<file path="src/rtl/edulent_fetch_pkg.sv">
// Shared constants for the instruction fetch block.
// FETCH_PREFETCH_EN selects a 2-entry prefetch buffer. When it is not
// defined, the block uses a single holding register.
package edulent_fetch_pkg;

  localparam int ADDR_W_DEF   = 8;
  localparam int RESET_PC_DEF = 0;
  localparam int FETCH_DEPTH  = 2;

`ifdef FETCH_PREFETCH_EN
  localparam int FETCH_BUF_DEPTH = FETCH_DEPTH;
`else
  // Single holding register; only one read may be outstanding.
  localparam int FETCH_BUF_DEPTH = FETCH_DEPTH / 2;
`endif

  localparam logic [7:0] OP_CALL = 8'hC1;
  localparam logic [7:0] OP_RET  = 8'hB0;

  // True for opcodes that redirect the fetch stream through the call stack.
  function automatic logic is_call_ret(input logic [7:0] op);
    return (op == OP_CALL) || (op == OP_RET);
  endfunction

endpackage

</file>
<file path="src/rtl/fetch_fifo.sv">
// Byte + address FIFO that holds fetched opcodes. A flush empties it in one
// cycle. The storage contents are kept across a flush, and the empty flag
// hides them. Read-side outputs are taken directly from the head entry.
module fetch_fifo #(
  parameter int                DEPTH    = 2,
  parameter int                ADDR_W   = 8,
  parameter logic [ADDR_W-1:0] RST_ADDR = '0,
  parameter int                CNT_W    = $clog2(DEPTH + 1)
) (
  input  logic              i_clk,
  input  logic              i_rstn,
  input  logic              i_push,
  input  logic [7:0]        i_data,
  input  logic [ADDR_W-1:0] i_addr,
  input  logic              i_pop,
  input  logic              i_flush,
  output logic [7:0]        o_data,
  output logic [ADDR_W-1:0] o_addr,
  output logic              o_full,
  output logic              o_empty,
  output logic [CNT_W-1:0]  o_count
);

  localparam int PTR_W = (DEPTH > 1) ? $clog2(DEPTH) : 1;

  logic [DEPTH-1:0][7:0]        data_q;
  logic [DEPTH-1:0][ADDR_W-1:0] addr_q;
  logic [PTR_W-1:0]             rd_ptr_q, rd_ptr_d;
  logic [PTR_W-1:0]             wr_ptr_q, wr_ptr_d;
  logic [CNT_W-1:0]             cnt_q, cnt_d;
  logic                         do_push, do_pop;

  function automatic logic [PTR_W-1:0] ptr_inc(input logic [PTR_W-1:0] p);
    return (p == PTR_W'(DEPTH - 1)) ? '0 : p + PTR_W'(1);
  endfunction

  assign o_full  = (cnt_q == CNT_W'(DEPTH));
  assign o_empty = (cnt_q == '0);
  assign o_count = cnt_q;

  // A pop frees the slot that a simultaneous push into a full FIFO needs.
  // A flush discards both the push and the pop.
  assign do_pop  = i_pop & ~o_empty & ~i_flush;
  assign do_push = i_push & ~i_flush & (~o_full | do_pop);

  // Next-state logic for the pointers and the occupancy count
  always_comb begin
    rd_ptr_d = rd_ptr_q;
    wr_ptr_d = wr_ptr_q;
    cnt_d    = cnt_q;
    if (i_flush) begin
      rd_ptr_d = '0;
      wr_ptr_d = '0;
      cnt_d    = '0;
    end else begin
      if (do_push) wr_ptr_d = ptr_inc(wr_ptr_q);
      if (do_pop)  rd_ptr_d = ptr_inc(rd_ptr_q);
      cnt_d = cnt_q + CNT_W'(do_push) - CNT_W'(do_pop);
    end
  end

  // Pointer and count registers
  always_ff @(posedge i_clk or negedge i_rstn) begin
    if (!i_rstn) begin
      rd_ptr_q <= '0;
      wr_ptr_q <= '0;
      cnt_q    <= '0;
    end else begin
      rd_ptr_q <= rd_ptr_d;
      wr_ptr_q <= wr_ptr_d;
      cnt_q    <= cnt_d;
    end
  end

  // Entry storage. It is reset so that the head shows 00 at RST_ADDR.
  always_ff @(posedge i_clk or negedge i_rstn) begin
    if (!i_rstn) begin
      for (int i = 0; i < DEPTH; i++) begin
        data_q[i] <= '0;
        addr_q[i] <= RST_ADDR;
      end
    end else if (do_push) begin
      for (int i = 0; i < DEPTH; i++) begin
        if (wr_ptr_q == PTR_W'(i)) begin
          data_q[i] <= i_data;
          addr_q[i] <= i_addr;
        end
      end
    end
  end

  // Head entry mux
  always_comb begin
    o_data = data_q[0];
    o_addr = addr_q[0];
    for (int i = 0; i < DEPTH; i++) begin
      if (rd_ptr_q == PTR_W'(i)) begin
        o_data = data_q[i];
        o_addr = addr_q[i];
      end
    end
  end

endmodule

</file>
<file path="src/rtl/instr_fetch.sv">
// Instruction fetch: reads opcode bytes from a one-cycle-latency program
// memory and buffers them for the control unit.
// FETCH_PREFETCH_EN: when defined, uses a 2-entry prefetch buffer. When
// undefined, uses a single holding register with one read in flight at most.
// A redirect flushes the buffer and toggles an epoch bit. A read that is
// still in flight carries the old epoch, so its data is dropped on arrival.
module instr_fetch
  import edulent_fetch_pkg::*;
#(
  parameter int                ADDR_W   = ADDR_W_DEF,
  parameter logic [ADDR_W-1:0] RESET_PC = ADDR_W'(RESET_PC_DEF)
) (
  input  logic              i_clk,
  input  logic              i_rstn,
  output logic [ADDR_W-1:0] o_mem_addr,
  output logic              o_mem_rd,
  input  logic [7:0]        i_mem_data,
  output logic [7:0]        o_opcode,
  output logic              o_opcode_valid,
  output logic [ADDR_W-1:0] o_pc,
  input  logic              i_next_instr,
  input  logic              i_pc_load,
  input  logic [ADDR_W-1:0] i_pc_target
);

  localparam int             DEPTH   = FETCH_BUF_DEPTH;
  localparam int             CNT_W   = $clog2(DEPTH + 1);
  localparam logic [CNT_W:0] DEPTH_C = DEPTH[CNT_W:0];

  logic [ADDR_W-1:0] pc_q, pc_d;
  logic              epoch_q, epoch_d;
  logic              rd_vld_q, rd_vld_d;
  logic              rd_epoch_q, rd_epoch_d;
  logic [ADDR_W-1:0] rd_addr_q, rd_addr_d;

  logic              live_rd, issue, pop;
  logic              buf_full, buf_empty;
  logic [CNT_W-1:0]  occ;
  logic [CNT_W:0]    pending;

  // An in-flight read counts toward the buffer's capacity only when it
  // belongs to the current epoch. A stale read does not block the first
  // fetch at a new target.
  assign live_rd = rd_vld_q & (rd_epoch_q == epoch_q);
  assign pending = {1'b0, occ} + {{CNT_W{1'b0}}, live_rd};

  // The read strobe is gated by reset, so it stays low while i_rstn is low.
  // The first read goes out in the first cycle after reset release.
  assign issue = i_rstn & ~buf_full & (pending < DEPTH_C);

  // A redirect in the same cycle wins over the pop.
  assign pop = i_next_instr & ~buf_empty & ~i_pc_load;

  assign o_mem_addr     = pc_q;
  assign o_mem_rd       = issue;
  assign o_opcode_valid = ~buf_empty;

  // Next fetch PC, epoch and in-flight read tag
  always_comb begin
    pc_d       = pc_q;
    epoch_d    = epoch_q;
    rd_vld_d   = issue;
    rd_epoch_d = epoch_q;
    rd_addr_d  = pc_q;
    if (issue) pc_d = pc_q + ADDR_W'(1);
    if (i_pc_load) begin
      pc_d    = i_pc_target;
      epoch_d = ~epoch_q;
    end
  end

  // Fetch state registers. Reset drops any read in flight.
  always_ff @(posedge i_clk or negedge i_rstn) begin
    if (!i_rstn) begin
      pc_q       <= RESET_PC;
      epoch_q    <= 1'b0;
      rd_vld_q   <= 1'b0;
      rd_epoch_q <= 1'b0;
      rd_addr_q  <= RESET_PC;
    end else begin
      pc_q       <= pc_d;
      epoch_q    <= epoch_d;
      rd_vld_q   <= rd_vld_d;
      rd_epoch_q <= rd_epoch_d;
      rd_addr_q  <= rd_addr_d;
    end
  end

  fetch_fifo #(
    .DEPTH    (DEPTH),
    .ADDR_W   (ADDR_W),
    .RST_ADDR (RESET_PC),
    .CNT_W    (CNT_W)
  ) u_buf (
    .i_clk   (i_clk),
    .i_rstn  (i_rstn),
    .i_push  (live_rd),
    .i_data  (i_mem_data),
    .i_addr  (rd_addr_q),
    .i_pop   (pop),
    .i_flush (i_pc_load),
    .o_data  (o_opcode),
    .o_addr  (o_pc),
    .o_full  (buf_full),
    .o_empty (buf_empty),
    .o_count (occ)
  );

endmodule
</file>
<file path="config.mk">
export PLATFORM = sky130hd
export DESIGN_NAME = instr_fetch
export DESIGN_NICKNAME = d
export VERILOG_FILES = /design/src/rtl/edulent_fetch_pkg.sv /design/src/rtl/fetch_fifo.sv /design/src/rtl/instr_fetch.sv
export SDC_FILE = /design/constraint.sdc
export NUM_CORES = 1
export LEC_CHECK = 0
export CORE_MARGIN = 8
export CORE_UTILIZATION = 46
export CTS_CLUSTER_DIAMETER = 200
export CTS_CLUSTER_SIZE = 14
export DETAILED_ROUTE_END_ITERATION = 8
export MAX_ROUTING_LAYER = met4
export PLACE_DENSITY = 0.81
export SYNTH_ARGS = -nofsm -noshare
export SYNTH_HDL_FRONTEND = slang
export SYNTH_SLANG_ARGS = --single-unit
</file>
<file path="constraint.sdc">
create_clock -name i_clk -period 2.1 [get_ports i_clk]
set_clock_uncertainty 0.05 [all_clocks]
set_input_delay 0.21 -clock i_clk [delete_from_list [all_inputs] [get_ports i_clk]]
set_output_delay 0.21 -clock i_clk [all_outputs]
set_load 0.02 [all_outputs]
</file>
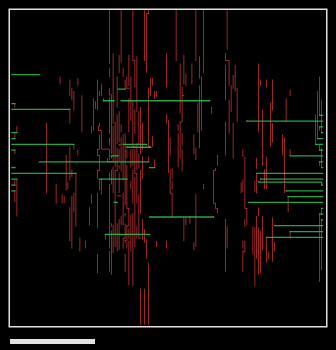
**Above:** run 1 (metal layers overlaid).
Bar = 20 um. Only two layers are drawn.
[red] M2 | wire length: 1,430 um
[green] M3 | wire length: 296 um

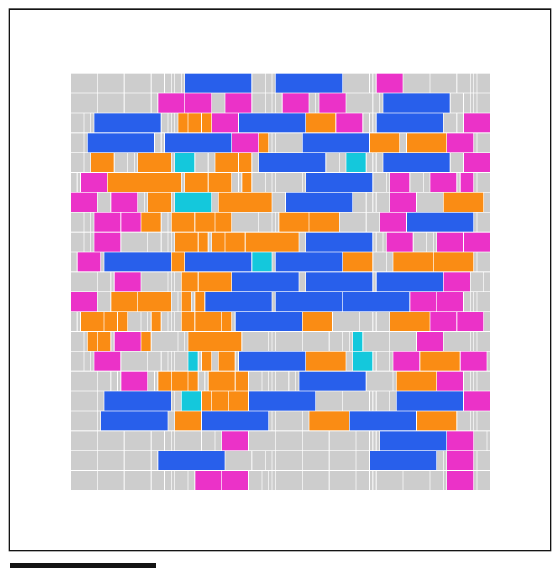
**Above:** run 1 (placed cells, one color a class).
Bar = 20 um. Fill, decap, tap and diode cells in gray.
[magenta] remaining buffers and delay cells | cells: 48
[blue] registers | cells: 36
[cyan] clock drivers and dummy loads | cells: 8
[orange] remaining logic cells | cells: 68

==> flow_metrics.tcl, run 1 <==
# collected from the flow reports
set metrics [dict create \
    edf_count 0 \
    cts_buffers 5 \
    place_inst 197 \
    cap_viol_max_count 0 \
    root_buffer "clkbuf_4" \
    endpoint_kind "primary output" \
    warnings 26 \
    viasPerCell 5.053 \
    fmax_ghz 0.5124 \
    ys_seq_share_pct 58.35 \
    cts.path.max_buffers 2 \
    synth_nets 129 \
    synth_cells 107 \
    min_path_type "primary input to flip-flop" \
    cp.arrival_ns 1.69 \
    numSynthFlops 36 \
    fp_util_pct 47.01 \
    drt_iter0_markers 62 \
    antenna_found_initial 0 \
    crit_type "flip-flop to primary output" \
    overflow 0 \
    yosys-stat-cells 107 \
    diodes 0 \
    hold_viol_final 0 \
    drive_gt1_share_pct 19.38 \
    yosysChipArea_um2 1544 \
    vias 1041 \
    power.leakage_nw 0.9009 \
    irDropWorstVdd_mv 0.7967 \
    worstPathMaxFanout 6 \
    period_needed_ns 1.952 \
    async_flop_share_pct 100.0 \
    status "completed" \
    cellPowerDensity_nw_per_um2 1375 \
    fa_ha_area_share_pct 1.621 \
    mux_share_pct 15.40 \
    syn_area_per_cell_um2 14.43 \
    core_um2 3284 \
    yosys.area.top_type_share_pct 58.35 \
    top_area_cell "dfrtp_1" \
    grt_pass1_wl_mm 5.181 \
    rsz0062_at_grt "no" \
    start_kind "flip-flop" \
    path_clk_slew_ns 0.11 \
    tritoncts "built" \
    synth_area_um2 1544 \
    clock_sinks 36 \
    final_nets 181 \
    logic_family "multiplexers" \
    grt_start_max_net_pins 37 \
    ys_sh_xor_pct 5.186 \
    synth_cell_types 30 \
    routedWlPerCell_um 15.70 \
    syn_to_final_growth_pct 36.14 \
    drc_errors 0 \
    synthAoiAreaFrac_pct 7.050 \
    synth_top_flop_cell "dfrtp_1" \
    die_w_um 73.94 \
    slew_viol_final 0 \
    die_y_um 73.94 \
    grt_pass1_vias 1091 \
]
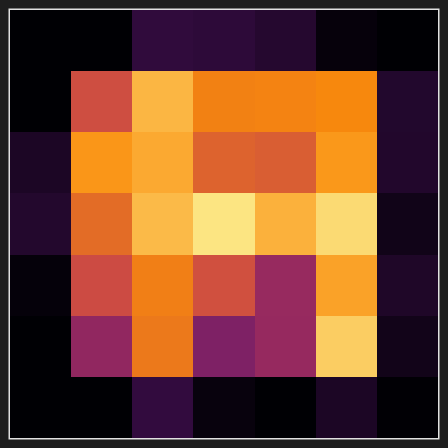
**Above:** run 1 (local utilization).
The die is cut into 7 by 7 equal tiles; black is low, pale yellow is high, 0 to 100% covered.
emptiest ninth of the die: south-west
mean over tiles: 37%
tiles over 75% full: 20%
densest ninth of the die: center

## run 1: worst paths after layout
check | slack [ns] | endpoint | cells after the start | from
worst max-delay path | 0.15 | o_mem_rd | 3 | epoch_q
worst min-delay path | 0.36 | o_mem_addr[2] | 3 | i_pc_target[2]
worst max register to register | 0.24 | u_buf.o_addr[2] | 4 | epoch_q
worst min register to register | 0.39 | rd_addr_q[7] | 0 | o_mem_addr[7]
max in group asynchronous | 1.24 | u_buf.o_data[6] | 3 | i_rstn
min in group asynchronous | 0.44 | rd_addr_q[3] | 3 | i_rstn
## run 1: area by class of cell
| cell class | instances | area (um2) |
|---|---|---|
| flip-flops and latches | 36 | 900.9 |
| multi-input cells | 64 | 600.6 |
| well taps | 46 | 57.56 |
| inverters | 4 | 15.01 |
| fillers | 268 | 1182 |
| clock buffers | 8 | 58.81 |
| repair buffers | 48 | 469.2 |
## run 1: placed cells by master, fill, tap and decap left out, types with 2 or more instances in the layout
cell type / synthesis / final
clkdlybuf4s50_1: 0 / 43
dfrtp_1: 36 / 36
mux2_4: 10 / 10
nand2_1: 8 / 8
mux2_2: 6 / 6
xnor2_1: 5 / 5
clkbuf_4: 0 / 5
inv_1: 4 / 4
o21ai_1: 4 / 4
nor2_1: 3 / 3
nand4_1: 3 / 3
nand3_1: 3 / 3
a311o_1: 2 / 2
a211oi_1: 2 / 2
mux2i_1: 2 / 2
ha_1: 2 / 2
clkbuf_1: 2 / 2
buf_4: 0 / 2
## run 1: through the flow
step                      util, %  setup slack, ns  hold WS [ns]  cell area (um2)
after floorplan                 -           0.3894       -0.1356             1544
after global placement      61.94           0.1061        0.2663             2034
after detailed placement    61.94          0.01528        0.2769             2034
after CTS                   64.00           0.1310        0.3493             2102
after global routing        64.00          0.07633        0.3540             2102
final                       64.00           0.1485        0.3559             2102
## run 1: worst max-delay path, cell delays in order, from the launching register on
cell,delay [ns]
dfrtp_1,0.48
xnor2_4,0.23
a21oi_2,0.27
dlygate4sd2_1,0.37
## run 1: synth_stat cells, types with 2 or more instances
master	count
nand3_1	3
inv_1	4
xnor2_1	5
mux2_2	6
o21ai_1	4
mux2_4	10
a211oi_1	2
nand2_1	8
dfrtp_1	36
ha_1	2
nand4_1	3
nor2_1	3
a311o_1	2
clkbuf_1	2
mux2i_1	2
## run 1: per-layer routing
layer / share of wire (%) / track usage [%] / routed length [um] / vias up
met4: 2.8 / 7.095 / 91 / 0
met3: 9.2 / 5.930 / 296 / 10
li1: - / - / - / 479
met2: 44 / 17.58 / 1431 / 49
met5: 0 / - / 0 / -
met1: 44 / 15.66 / 1415 / 503
## run 1: repair_timing
action,4_1_cts,5_1_grt
setup buffers,0,0
resized,1,0
endpoints found under the hold margin,36,0
hold buffers,1,0
endpoints found under the setup margin,1,0
## run 1: power breakdown
part | internal [W] | total [W] | leakage, nW | switching, W
Clock | 0.000165 | 0.000379 | 0.0326 | 0.000213
Sequential | 0.000937 | 0.00115 | 0.433 | 0.000213
Combinational | 0.000740 | 0.00136 | 0.435 | 0.000623
Total | 0.00184 | 0.00289 | 0.901 | 0.00105
## Run 2: what changed since run 1
- GPL_ROUTABILITY_DRIVEN: not set -> 0
- clock period: 2.1 -> 1.8 ns (I/O delays scaled with it)
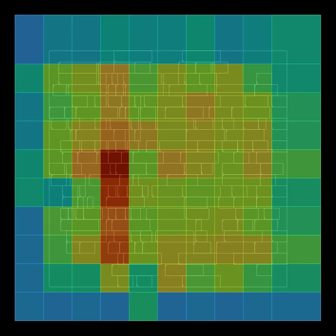
**Above:** run 2 (routing congestion).
wire per inst: 15.60 um
met3 Resource Use GR: 5.526%
Total GRT Usage: 13.89%
Layout Utilization: 66.82%
met1 Use GR: 14.81%

==> flow_metrics.tcl, run 2 <==
# collected from the flow reports
set metrics [dict create \
    top_layer "met4" \
    fmax_ghz 0.5844 \
    min_path_type "primary input to async pin" \
    syn_to_final_growth_pct 42.14 \
    cp.arrival_ns 1.48 \
    yosysChipArea_um2 1544 \
    diodes 0 \
    synth.most_common_cell "dfrtp_1" \
    period_needed_ns 1.711 \
    drt_iter0_markers 38 \
    area_leaders "dfrtp_1 58%, mux2_4 9.7%, mux2_2 4.4%" \
    top_area_cell "dfrtp_1" \
    die_y_um 73.94 \
    yosys_warnings 0 \
    met1_length_mm 1.394 \
    viasPerCell 4.929 \
    hpwlAfterDp_mm 2.518 \
    synth_top_flop_cell "dfrtp_1" \
    cts.htree.levels 2 \
    io_buffers 45 \
    drt_first_pass_iters 4 \
    warnings 26 \
    start_kind "flip-flop" \
    final_nets 187 \
    cts.path.max_buffers 2 \
    r2r_setup_slack_ns 0.12 \
    final_layout_top_logic_cell "clkdlybuf4s50_1" \
    drc_errors 0 \
    reg2reg_depth 6 \
    overflow 0 \
    root_buffer "clkbuf_4" \
    clkLatencyLatePin_ns 0.33 \
    rsz0062_at_grt "no" \
    p_total_w 0.003610 \
    ys_seq_share_pct 58.35 \
    fin_ws_ns 0.08881 \
    yosys-stat-cells 107 \
    cts_buffers 5 \
    path_clk_slew_ns 0.10 \
    cellPowerDensity_nw_per_um2 1645 \
    async_flop_share_pct 100.0 \
    most-common-layout-cells "42 x clkdlybuf4s50_1, 35 x dfrtp_1, 10 x mux2_4" \
    route.met3.wl_um 254 \
    numSynthFlops 36 \
    vias 1045 \
    synth_nets 129 \
    placementRows 21 \
    grt_start_max_net_pins 29 \
    status "completed" \
    wl_met2_mm 1.614 \
    synth_area_um2 1544 \
    grt_pass1_vias 1194 \
    tritoncts "built" \
    hold_viol_final 0 \
    worstPathMaxFanout 3 \
    io_pins 46 \
    r2r_end "u_buf.o_addr[3]" \
    endpoint_kind "primary output" \
    drive_gt1_share_pct 23.49 \
    place_ws_ns -0.1321 \
    power.leakage_nw 0.9543 \
    clock_sinks 36 \
    worstSetupStartpoint "epoch_q" \
    antenna_left 0 \
    fillers 262 \
    worstSetupEndpoint "o_mem_rd" \
    cap_viol_max_count 0 \
    yosys.area.top_type_share_pct 58.35 \
    irDropWorstVdd_mv 0.7964 \
    grt_pass1_wl_mm 5.533 \
    slew_viol_final 0 \
    edf_count 0 \
    syn_area_per_cell_um2 14.43 \
    floorplan.die_area_um2 5466 \
    antenna_found_initial 0 \
    common_cells "36 x dfrtp_1, 10 x mux2_4, 8 x nand2_1, 6 x mux2_2, 5 x xnor2_1" \
    synth_cell_types 30 \
    synth_cells 107 \
    crit_type "flip-flop to primary output" \
    die_w_um 73.94 \
    timing.rr.start "u_buf.o_count" \
]
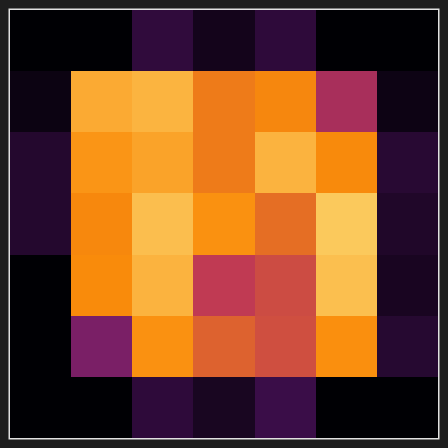
**Above:** run 2 (local utilization).
The die is cut into 7 by 7 equal tiles; black is low, pale yellow is high, 0 to 100% covered.
fullest tile: 88%
mean over tiles: 39%
nearly empty tiles: 20%
CORE AREA: 3284 um2
Pre-Place Util: 47.01%

## run 2: cell counts after synthesis
Identical to the previous run, type by type.
## run 2: cell families after synthesis
kind of cell	count (synthesis)	share of synthesized area [%]
multiplexers	18	15.40
AND-OR/OR-AND	13	7.050
XOR/XNOR	7	5.187
adder cells (fa/ha/maj)	2	1.620
AND/OR/NAND/NOR	24	9.644
flip-flops	36	58.35
buffers and inverters	7	2.755
## run 2: timing repair
action                                 4_1_cts  5_1_grt
endpoints found under the hold margin       36        0
gates cloned                                 0        0
setup buffers                                1        0
setup endpoints to repair                    1        3
hold buffers                                 1        0
pin swaps                                    1        0
resized                                      1        3
## run 2: metal layers
| layer | up-vias | global-route usage [%] |
|---|---|---|
| li1 | 486 | - |
| met1 | 510 | 14.81 |
| met2 | 43 | 22.56 |
| met3 | 6 | 5.526 |
| met4 | 0 | 5.543 |
| met5 | - | - |
## run 2: area by class of cell
class	instances	area (um2)	share of cell area (%)
Clock inverter	2	35.03	1.596
Timing Repair Buffer	54	543.0	24.74
Clock buffer	6	41.29	1.881
Sequential cell	36	902.1	41.11
Inverter	4	15.01	0.6842
Multi-Input combinational cell	64	600.6	27.37
Tap cell	46	57.56	2.623
## run 2: worst max-delay path, stage by stage (launching register included)
cell	delay (ns)
dfrtp_1	0.47
xnor2_4	0.18
a21oi_2	0.17
clkdlybuf4s15_1	0.32
## run 2: where the power goes
group / switching (W) / internal [W] / leakage, nW
clock network: 0.000260 / 0.000291 / 0.0422
logic: 0.000755 / 0.000968 / 0.480
registers: 0.000242 / 0.00109 / 0.432
total: 0.00126 / 0.00235 / 0.954
## run 2: worst min-delay path by stage
stage	startpoint	endpoint	cells after the start
after floorplan	i_rstn	epoch_q	0
after global placement	i_rstn	u_buf.o_count	2
after detailed placement	i_rstn	rd_vld_q	2
after CTS	i_rstn	o_mem_addr[6]	3
after global routing	i_rstn	o_mem_addr[6]	3
final	i_rstn	o_mem_addr[6]	3
## run 2: metrics by stage
stage | cell area, um2 | hold WS [ns] | util [%] | cells | setup TNS [ns]
floorplan | 1544 | -0.1656 | - | 107 | 0
global placement | 2097 | 0.1078 | 63.85 | 202 | -0.9440
detailed placement | 2097 | 0.1160 | 63.85 | 202 | -1.676
CTS | 2190 | 0.2895 | 66.67 | 212 | 0
global route | 2195 | 0.3143 | 66.82 | 212 | 0
finish | 2195 | 0.3112 | 66.82 | 212 | 0
## Run 3: what changed since run 2
- ABC_AREA: not set -> 1
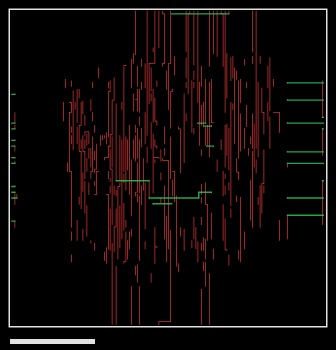
**Above:** run 3 (metal layers overlaid).
Bar = 20 um. Only two layers are drawn.
[red] M2 | wire length: 1,830 um
[green] M3 | wire length: 115 um

==> flow_metrics.tcl, run 3 <==
# collected from the flow reports
set metrics [dict create \
    status "completed" \
    seq_area_um2 900.9 \
    mux_share_pct 0 \
    yosys-stat-cells 181 \
    yosys_warnings 0 \
    antenna_found_initial 0 \
    synth_top_flop_cell "dfrtp_1" \
    worstPathMaxFanout 8 \
    power.leakage_nw 1.061 \
    rsz0062_at_grt "no" \
    power_frac_comb_pct 48.4 \
    numSynthFlops 36 \
    crit_buf_inv 1 \
    critPathMaxStageDelay_ns 0.66 \
    drc_errors 0 \
    io_pins 46 \
    root_buffer "clkbuf_4" \
    cellPowerDensity_nw_per_um2 1562 \
    common_cells "68 x nand2_1, 36 x dfrtp_1, 31 x nand3_1, 12 x inv_1, 8 x nor2_1" \
    die_w_um 74.71 \
    synthAoiAreaFrac_pct 2.684 \
    top_area_cell "dfrtp_1" \
    fmax_ghz 0.5875 \
    timing.rr.start "u_buf.o_count" \
    syn_to_final_growth_pct 35.99 \
    yosysChipArea_um2 1585 \
    fp_util_pct 47.51 \
    most-common-layout-cells "68 x nand2_1, 44 x clkdlybuf4s50_1, 36 x dfrtp_1" \
    min_path_type "primary input to async pin" \
    drt_first_pass_iters 4 \
    drive_gt1_share_pct 8.155 \
    edf_count 0 \
    intPower_w 0.002003 \
    cts_hold_buf 0 \
    final_layout_top_logic_cell "nand2_1" \
    synth_cell_types 21 \
    synth_area_um2 1585 \
    hold_viol_final 0 \
    totalWireLength_mm 3.583 \
    slowest_stage "clkdlybuf4s50_1" \
    drt_iter0_markers 63 \
    syn_area_per_cell_um2 8.758 \
    hpwlAfterDp_mm 2.688 \
    fillers 279 \
    diodes 0 \
    ys_seq_share_pct 56.83 \
    critical_path.top_delay_family "buffers and inverters" \
    antenna_left 0 \
    final_cells 279 \
    grt_start_max_net_pins 37 \
    grtUsageTotal_pct 14.57 \
    warnings 26 \
    overflow 0 \
    slew_viol_final 0 \
    cp.arrival_ns 1.47 \
    grt_pass1_vias 1321 \
    cap_viol_max_count 0 \
    p_total_w 0.003366 \
    die_y_um 74.71 \
    io_buffers 45 \
    grt_pass1_wl_mm 6.085 \
    logic_family "simple AND/OR/NAND/NOR gates" \
    synth_cells 181 \
    switching_share_pct 40.49 \
    simple_gate_area_share_pct 33.23 \
    tritoncts "built" \
    synth_nets 203 \
    p_sw_w 0.001363 \
    p_clk_share_pct 11.2 \
    postCtsSetupRepairBufs 0 \
    viasPerCell 4.785 \
    area_leaders "dfrtp_1 57%, nand2_1 16%, nand3_1 9.8%" \
    clkLatencyLatePin_ns 0.32 \
    yosys.area.top_type_share_pct 56.83 \
    path_clk_slew_ns 0.10 \
    area.combinational_um2 603.1 \
    clock_sinks 36 \
    fa_ha_area_share_pct 1.579 \
    irDropWorstVdd_mv 0.6662 \
    cts.htree.levels 2 \
    endpoint_kind "primary output" \
    floorplan.die_area_um2 5581 \
    crit_type "flip-flop to primary output" \
    cts.path.max_buffers 2 \
    period_needed_ns 1.702 \
    worstSetupStartpoint "o_mem_addr[2]" \
    crit_path_cell_trace "clkdlybuf4s50_1" \
    vias 1335 \
    cts_buffers 5 \
    async_flop_share_pct 100.0 \
    start_kind "flip-flop" \
    place_inst 272 \
    power_frac_seq_pct 40.4 \
    synth.most_common_cell "nand2_1" \
]
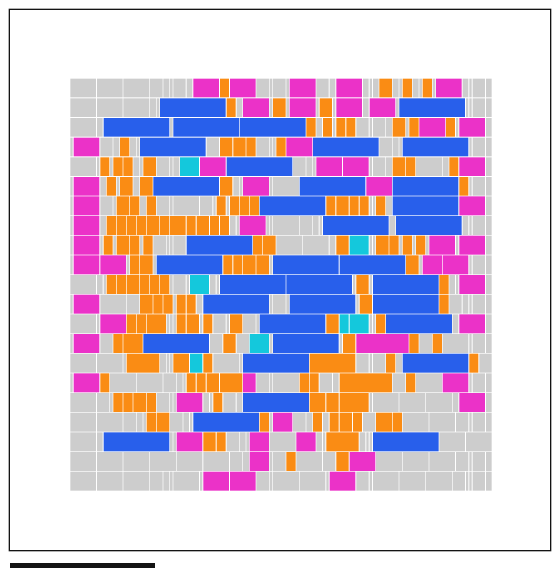
**Above:** run 3 (placed cells, one color a class).
Bar = 20 um. Fill, decap, tap and diode cells in gray.
[blue] registers | cells: 36
[orange] remaining logic cells | cells: 139
[cyan] clock drivers and dummy loads | cells: 7
[magenta] remaining buffers and delay cells | cells: 51
cell row count: 21
Finished Cell Area: 2156 um2
flop share of the area: 41.79%
CORE AREA: 3337 um2

[run 3: power groups by stage]
stage | combinational [W] | clock, W | sequential (W)
6_report | 0.00163 | 0.000377 | 0.00136
3_5_place_dp | 0.00166 | 0 | 0.00138
3_3_place_gp | 0.00162 | 0 | 0.00137
5_1_grt | 0.00178 | 0.000431 | 0.00142
2_1_floorplan | 0.000631 | 0 | 0.00163
4_1_cts | 0.00166 | 0.000392 | 0.00136
[run 3: per-layer routing]
layer | up-vias | track usage, % | wire (um)
met3 | 4 | 2.397 | 115
met2 | 33 | 24.59 | 1826
met1 | 611 | 16.59 | 1585
li1 | 687 | - | -
met4 | 0 | 6.522 | 55
met5 | - | - | 0
[run 3: worst paths after layout]
kind,slack [ns],endpoint,depth (start not counted)
max,0.1,o_mem_addr[2],1
min,0.28,u_buf.o_addr[4],2
max reg2reg,0.41,u_buf.o_addr[3],6
min reg2reg,0.42,rd_addr_q[7],0
max in group asynchronous,1.11,u_buf.o_count,2
min in group i_clk,0.36,u_buf.o_data[2],3
[run 3: final cells by class]
| type | instances | share of cell area [%] |
|---|---|---|
| clock buffer | 6 | 1.915 |
| sequential | 36 | 41.79 |
| tap | 46 | 2.670 |
| clock inverter | 1 | 0.2322 |
| multi-input combinational | 127 | 27.97 |
| timing repair buffer | 51 | 23.33 |
| inverter | 12 | 2.089 |
[run 3: repair_timing]
| action | CTS | global route |
|---|---|---|
| setup endpoints to repair | 1 | 1 |
| resized | 1 | 2 |
| endpoints found under the hold margin | 0 | 0 |
[run 3: logic make-up (layout without fill, tap and decap cells)]
| group | after synthesis | after routing |
|---|---|---|
| adder cells (fa/ha/maj) | 2 | 2 |
| XOR/XNOR | 1 | 1 |
| flip-flops | 36 | 36 |
| AND/OR/NAND/NOR | 116 | 116 |
| AND-OR/OR-AND | 8 | 8 |
| buffers and inverters | 18 | 70 |
[run 3: per-stage QoR]
step	area, um2	utilization, %	setup WS [ns]	setup TNS [ns]	hold slack (ns)
after global routing	2156	64.60	0.02487	0	0.2836
final	2156	64.60	0.09783	0	0.2781
after global placement	2115	63.37	-0.01535	-0.01535	0.3801
after floorplan	1585	-	0.1339	0	-0.1656
after detailed placement	2115	63.37	-0.02537	-0.02537	0.3988
after CTS	2160	64.72	0.04862	0	0.2826
Power figures rest on the tool's default switching activity, not on a simulated workload.
